$ cat config.mk
export PLATFORM = sky130hd
export DESIGN_NAME = frame_rx
export DESIGN_NICKNAME = d
export VERILOG_FILES = /design/src/rtl/frame_pkg.sv /design/src/rtl/frame_rx_stats.sv /design/src/rtl/frame_rx.sv
export SDC_FILE = /design/constraint.sdc
export NUM_CORES = 1
export LEC_CHECK = 0
export ABC_CLOCK_PERIOD_IN_PS = 4440
export CAP_MARGIN = 40
export CORE_ASPECT_RATIO = 0.8
export CORE_UTILIZATION = 40
export CTS_CLUSTER_DIAMETER = 30
export DETAILED_ROUTE_END_ITERATION = 6
export SYNTH_ARGS = -nofsm -noshare
export SYNTH_HDL_FRONTEND = slang
export SYNTH_HIERARCHICAL = 1
export SYNTH_SLANG_ARGS = --single-unit
$ cat constraint.sdc
create_clock -name clk -period 4.44 [get_ports clk]
set_input_delay 0.888 -clock clk [delete_from_list [all_inputs] [get_ports clk]]
set_output_delay 0.888 -clock clk [all_outputs]
set_load 0.05 [all_outputs]
$ cat src/rtl/frame_pkg.sv
// Shared constants and state encoding for the fval/lval/dval video link.
package frame_pkg;

  localparam int unsigned CHECKSUM_W = 16;

  typedef enum logic [2:0] {
    SYNC,
    IDLE,
    FRAME,
    LINE,
    DONE
  } state_t;

endpackage

$ cat src/rtl/frame_rx_stats.sv
// Per-frame pixel statistics: count, checksum, min and max, latched on request.
module frame_rx_stats
  import frame_pkg::*;
#(
  parameter int unsigned BPP   = 8,
  parameter int unsigned CNT_W = 16
) (
  input  logic                  clk,
  input  logic                  rst,
  input  logic                  clear,
  input  logic                  valid,
  input  logic                  latch,
  input  logic [BPP-1:0]        pix_data,
  output logic [CNT_W-1:0]      pix_count,
  output logic [CHECKSUM_W-1:0] checksum,
  output logic [BPP-1:0]        pix_min,
  output logic [BPP-1:0]        pix_max
);

  logic [CNT_W-1:0]      pix_acc;
  logic [CHECKSUM_W-1:0] sum_acc;
  logic [BPP-1:0]        min_acc;
  logic [BPP-1:0]        max_acc;

  always_ff @(posedge clk) begin
    if (rst) begin
      pix_acc   <= '0;
      sum_acc   <= '0;
      min_acc   <= '0;
      max_acc   <= '0;
      pix_count <= '0;
      checksum  <= '0;
      pix_min   <= '0;
      pix_max   <= '0;
    end else begin
      if (clear) begin
        pix_acc <= '0;
        sum_acc <= '0;
        min_acc <= '1;
        max_acc <= '0;
      end else if (valid) begin
        if (pix_acc != '1) pix_acc <= pix_acc + CNT_W'(1);
        sum_acc <= sum_acc + CHECKSUM_W'(pix_data);
        if (pix_data < min_acc) min_acc <= pix_data;
        if (pix_data > max_acc) max_acc <= pix_data;
      end
      // Results hold until the next completed frame.
      if (latch) begin
        pix_count <= pix_acc;
        checksum  <= sum_acc;
        pix_min   <= min_acc;
        pix_max   <= max_acc;
      end
    end
  end

endmodule

$ cat src/rtl/frame_rx.sv
// Video link receiver: tracks frame/line framing, checks geometry and
// protocol, and reports per-frame statistics one cycle after fval falls.
module frame_rx
  import frame_pkg::*;
#(
  parameter int unsigned WIDTH  = 640,
  parameter int unsigned HEIGHT = 480,
  parameter int unsigned BPP    = 8,
  parameter int unsigned CNT_W  = 16
) (
  input  logic                  clk,
  input  logic                  rst,
  input  logic                  en,
  input  logic                  fval,
  input  logic                  lval,
  input  logic                  dval,
  input  logic [BPP-1:0]        pix_data,
  output logic                  frame_done,
  output logic                  frame_ok,
  output logic                  err_width,
  output logic                  err_height,
  output logic                  err_proto,
  output logic [CNT_W-1:0]      line_count,
  output logic [CNT_W-1:0]      pix_count,
  output logic [CHECKSUM_W-1:0] checksum,
  output logic [BPP-1:0]        pix_min,
  output logic [BPP-1:0]        pix_max,
  output logic [CNT_W-1:0]      frame_cnt
);

  localparam logic [CNT_W-1:0] CNT_MAX  = '1;
  localparam logic [CNT_W-1:0] WIDTH_C  = CNT_W'(WIDTH);
  localparam logic [CNT_W-1:0] HEIGHT_C = CNT_W'(HEIGHT);

  state_t           state, state_d;
  logic             fval_q, lval_q;
  logic [CNT_W-1:0] col_cnt, col_d;
  logic [CNT_W-1:0] line_acc, line_d;
  logic             werr, werr_d;
  logic             perr, perr_d;

  logic fval_rise_c, fval_fall_c, lval_rise_c, lval_fall_c;
  logic pix_valid_c, proto_err_c, line_bad_c, herr_c;
  logic stats_clear_c, stats_valid_c, stats_latch_c;

  function automatic logic [CNT_W-1:0] sat_inc(input logic [CNT_W-1:0] v);
    return (v == CNT_MAX) ? v : v + CNT_W'(1);
  endfunction

  assign fval_rise_c = fval & ~fval_q;
  assign fval_fall_c = ~fval & fval_q;
  assign lval_rise_c = lval & ~lval_q;
  assign lval_fall_c = ~lval & lval_q;
  assign pix_valid_c = fval & lval & dval;
  assign proto_err_c = (dval & ~lval) | (lval & ~fval);
  // A saturated counter can never be trusted as a correct size.
  assign line_bad_c  = (col_cnt != WIDTH_C) || (col_cnt == CNT_MAX);
  assign herr_c      = (line_acc != HEIGHT_C) || (line_acc == CNT_MAX);

  always_ff @(posedge clk) begin
    if (rst) begin
      state    <= SYNC;
      fval_q   <= 1'b0;
      lval_q   <= 1'b0;
      col_cnt  <= '0;
      line_acc <= '0;
      werr     <= 1'b0;
      perr     <= 1'b0;
    end else begin
      state    <= state_d;
      fval_q   <= fval;
      lval_q   <= lval;
      col_cnt  <= col_d;
      line_acc <= line_d;
      werr     <= werr_d;
      perr     <= perr_d;
    end
  end

  always_comb begin
    state_d       = state;
    col_d         = col_cnt;
    line_d        = line_acc;
    werr_d        = werr;
    perr_d        = perr;
    stats_clear_c = 1'b0;
    stats_valid_c = 1'b0;
    stats_latch_c = 1'b0;
    case (state)
      SYNC: begin
        if (en && !fval) state_d = IDLE;
      end
      IDLE: begin
        if (!en) begin
          state_d = SYNC;
        end else if (fval_rise_c) begin
          state_d       = FRAME;
          stats_clear_c = 1'b1;
          col_d         = '0;
          line_d        = '0;
          werr_d        = 1'b0;
          perr_d        = 1'b0;
        end
      end
      FRAME: begin
        if (!en) begin
          state_d = SYNC;
        end else begin
          if (proto_err_c) perr_d = 1'b1;
          if (fval_fall_c) begin
            state_d = DONE;
          end else if (lval_rise_c) begin
            state_d       = LINE;
            col_d         = CNT_W'(pix_valid_c);
            stats_valid_c = pix_valid_c;
          end
        end
      end
      LINE: begin
        if (!en) begin
          state_d = SYNC;
        end else begin
          if (proto_err_c) perr_d = 1'b1;
          // fval dropping with the line still open closes that line too.
          if (fval_fall_c || lval_fall_c) begin
            line_d = sat_inc(line_acc);
            if (line_bad_c) werr_d = 1'b1;
            state_d = fval_fall_c ? DONE : FRAME;
          end else if (pix_valid_c) begin
            stats_valid_c = 1'b1;
            col_d         = sat_inc(col_cnt);
          end
        end
      end
      DONE: begin
        stats_latch_c = 1'b1;
        state_d       = IDLE;
      end
      default: state_d = SYNC;
    endcase
  end

  always_ff @(posedge clk) begin
    if (rst) begin
      frame_done <= 1'b0;
      frame_ok   <= 1'b0;
      err_width  <= 1'b0;
      err_height <= 1'b0;
      err_proto  <= 1'b0;
      line_count <= '0;
      frame_cnt  <= '0;
    end else begin
      frame_done <= stats_latch_c;
      if (stats_latch_c) begin
        frame_ok   <= ~(werr | herr_c | perr);
        err_width  <= werr;
        err_height <= herr_c;
        err_proto  <= perr;
        line_count <= line_acc;
        frame_cnt  <= frame_cnt + CNT_W'(1);
      end
    end
  end

  frame_rx_stats #(
    .BPP   (BPP),
    .CNT_W (CNT_W)
  ) u_stats (
    .clk       (clk),
    .rst       (rst),
    .clear     (stats_clear_c),
    .valid     (stats_valid_c),
    .latch     (stats_latch_c),
    .pix_data  (pix_data),
    .pix_count (pix_count),
    .checksum  (checksum),
    .pix_min   (pix_min),
    .pix_max   (pix_max)
  );

endmodule

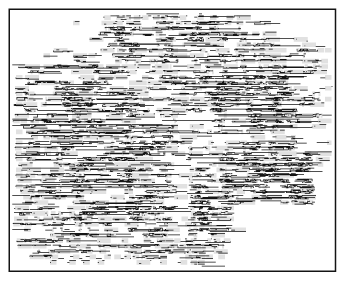
**Above:** metal 1.
Drawn at 2 px/um.
nets with wire on the layer	1005
main direction	horizontal
longest straight run	55.2 um
GRT met1 Usage: 27.1%
vias: 7024

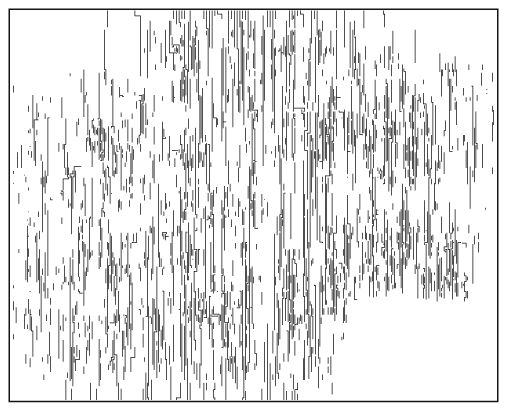
**Above:** the metal 2 layer.
Drawn at 3 px/um.
wire length on this layer	9150 um
longest straight run	65.3 um
DRT Wirelength: 20.3 mm
met2 GRT Util: 31.6%

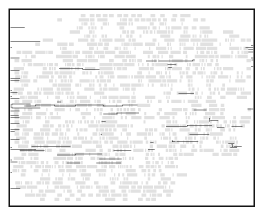
**Above:** signal wires on met3.
Drawn at 1.5 px/um.
wire length on this layer	601 um
longest straight run	25.8 um
nets with wire on the layer	59
main direction	horizontal
share of all routed wire	3.0%
met3 Use GR: 4.16%

==> flow_summary.toml <==
# implementation run metrics
[outcome]
status = "completed"

[worst_setup_path]
crit_type = "input pin to flop"
cp.required_ns = 4.80
reg2reg_to = "u_stats/pix_acc[12]"
r2r_start = "state[1]"

[layout]
logic_area_um2 = 4410
nNetsFinal = 1074
layout_top_cell = "dfxtp_1"
num-fill-cells = 1904
seq_share_pct = 34.4
seq_cells = 172
layout-drive-gt1-share_pct = 6.62
clock_area_share_pct = 6.27
buffers = 110

[clocking]
cts_buffers = 17
clock_sinks = 172
postCtsSetupRepairBufs = 0

[die]
tap_cells = 264
die_w_um = 162

[logic_synthesis]
async_reset_ff_share_pct = 0
simple_gate_share_pct = 24.0
synth.avg_cell_area_um2 = 8.67
topCellsByArea = "dfxtp_1 (42%), mux2i_1 (8.3%), nor2_1 (5.1%)"
synth_flops = 172
ys_types = 68
syn_nets = 993
ys_sh_mux_pct = 8.27

[power]
powerSeq_mw = 1.56
comb_cell_power_uw = 135
top_power_group = "clock"
combPwrFrac_pct = 4.1

[route]
drt.antenna.violating_nets = 0
drt_pass1_iterations = 5
vias_per_cell = 5.37

[timing]
setup_violations = 0
hold_violations = 0
period_used_pct = 75.7

[global_routing]
gr-total-overflow = 0

[min_path]
hold_start = "line_count[3]"
hold_depth = 2

[run]
warning_count = 28
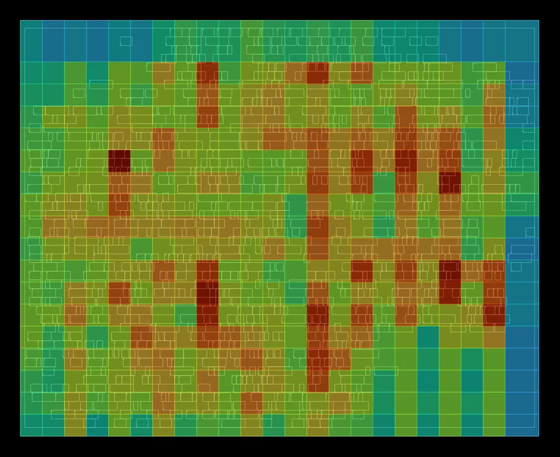
**Above:** routing congestion map.
wire length per cell: 15.5 um
grt peak-use layer: met2
Finished Core Util: 50.1%
gr usage total: 19.8%

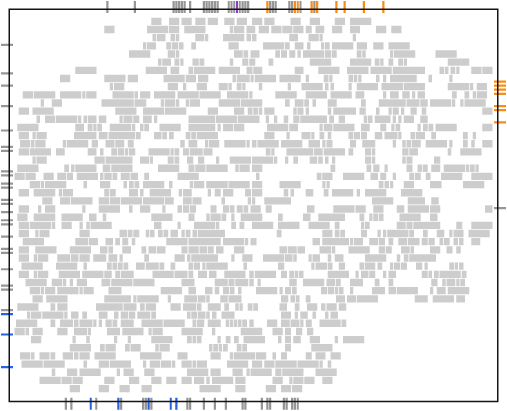
**Above:** pin placement.
Drawn at 3 px/um. Pins as bars across the die edge, other pins in gray.
port	color	pins	direction	edge
line_count	orange	16	output	9 north, 7 east
pix_min	blue	8	output	5 south, 3 west
frame_ok	purple	1	output	north
all pins by edge	38 north, 27 south, 26 west, 8 east
Die Height: 130 um
buffers added on ports: 98

## through the flow
stage / instance area, um^2 / setup slack (ns) / instances / hold WS [ns] / power, mW
4_1_cts: 10000 / 1.09 / 1307 / 0.458 / 3.33
3_5_place_dp: 9380 / 0.627 / 1275 / 0.448 / 1.73
2_1_floorplan: 8230 / 1.71 / 949 / 0.445 / 1.69
5_1_grt: 10000 / 0.833 / 1307 / 0.479 / 3.41
3_3_place_gp: 9380 / 0.706 / 1274 / 0.445 / 1.73
6_report: 10000 / 1.08 / 1307 / 0.454 / 3.30
## per-layer routing
metal | track usage (%) | vias to the layer above | wire, um
li1 | - | 3569 | -
met1 | 27.1 | 3354 | 10500
met2 | 31.6 | 96 | 9150
met3 | 4.16 | 5 | 600
met4 | 4.77 | 0 | 74
met5 | 0 | - | 0
Power figures rest on the tool's default switching activity, not on a simulated workload.
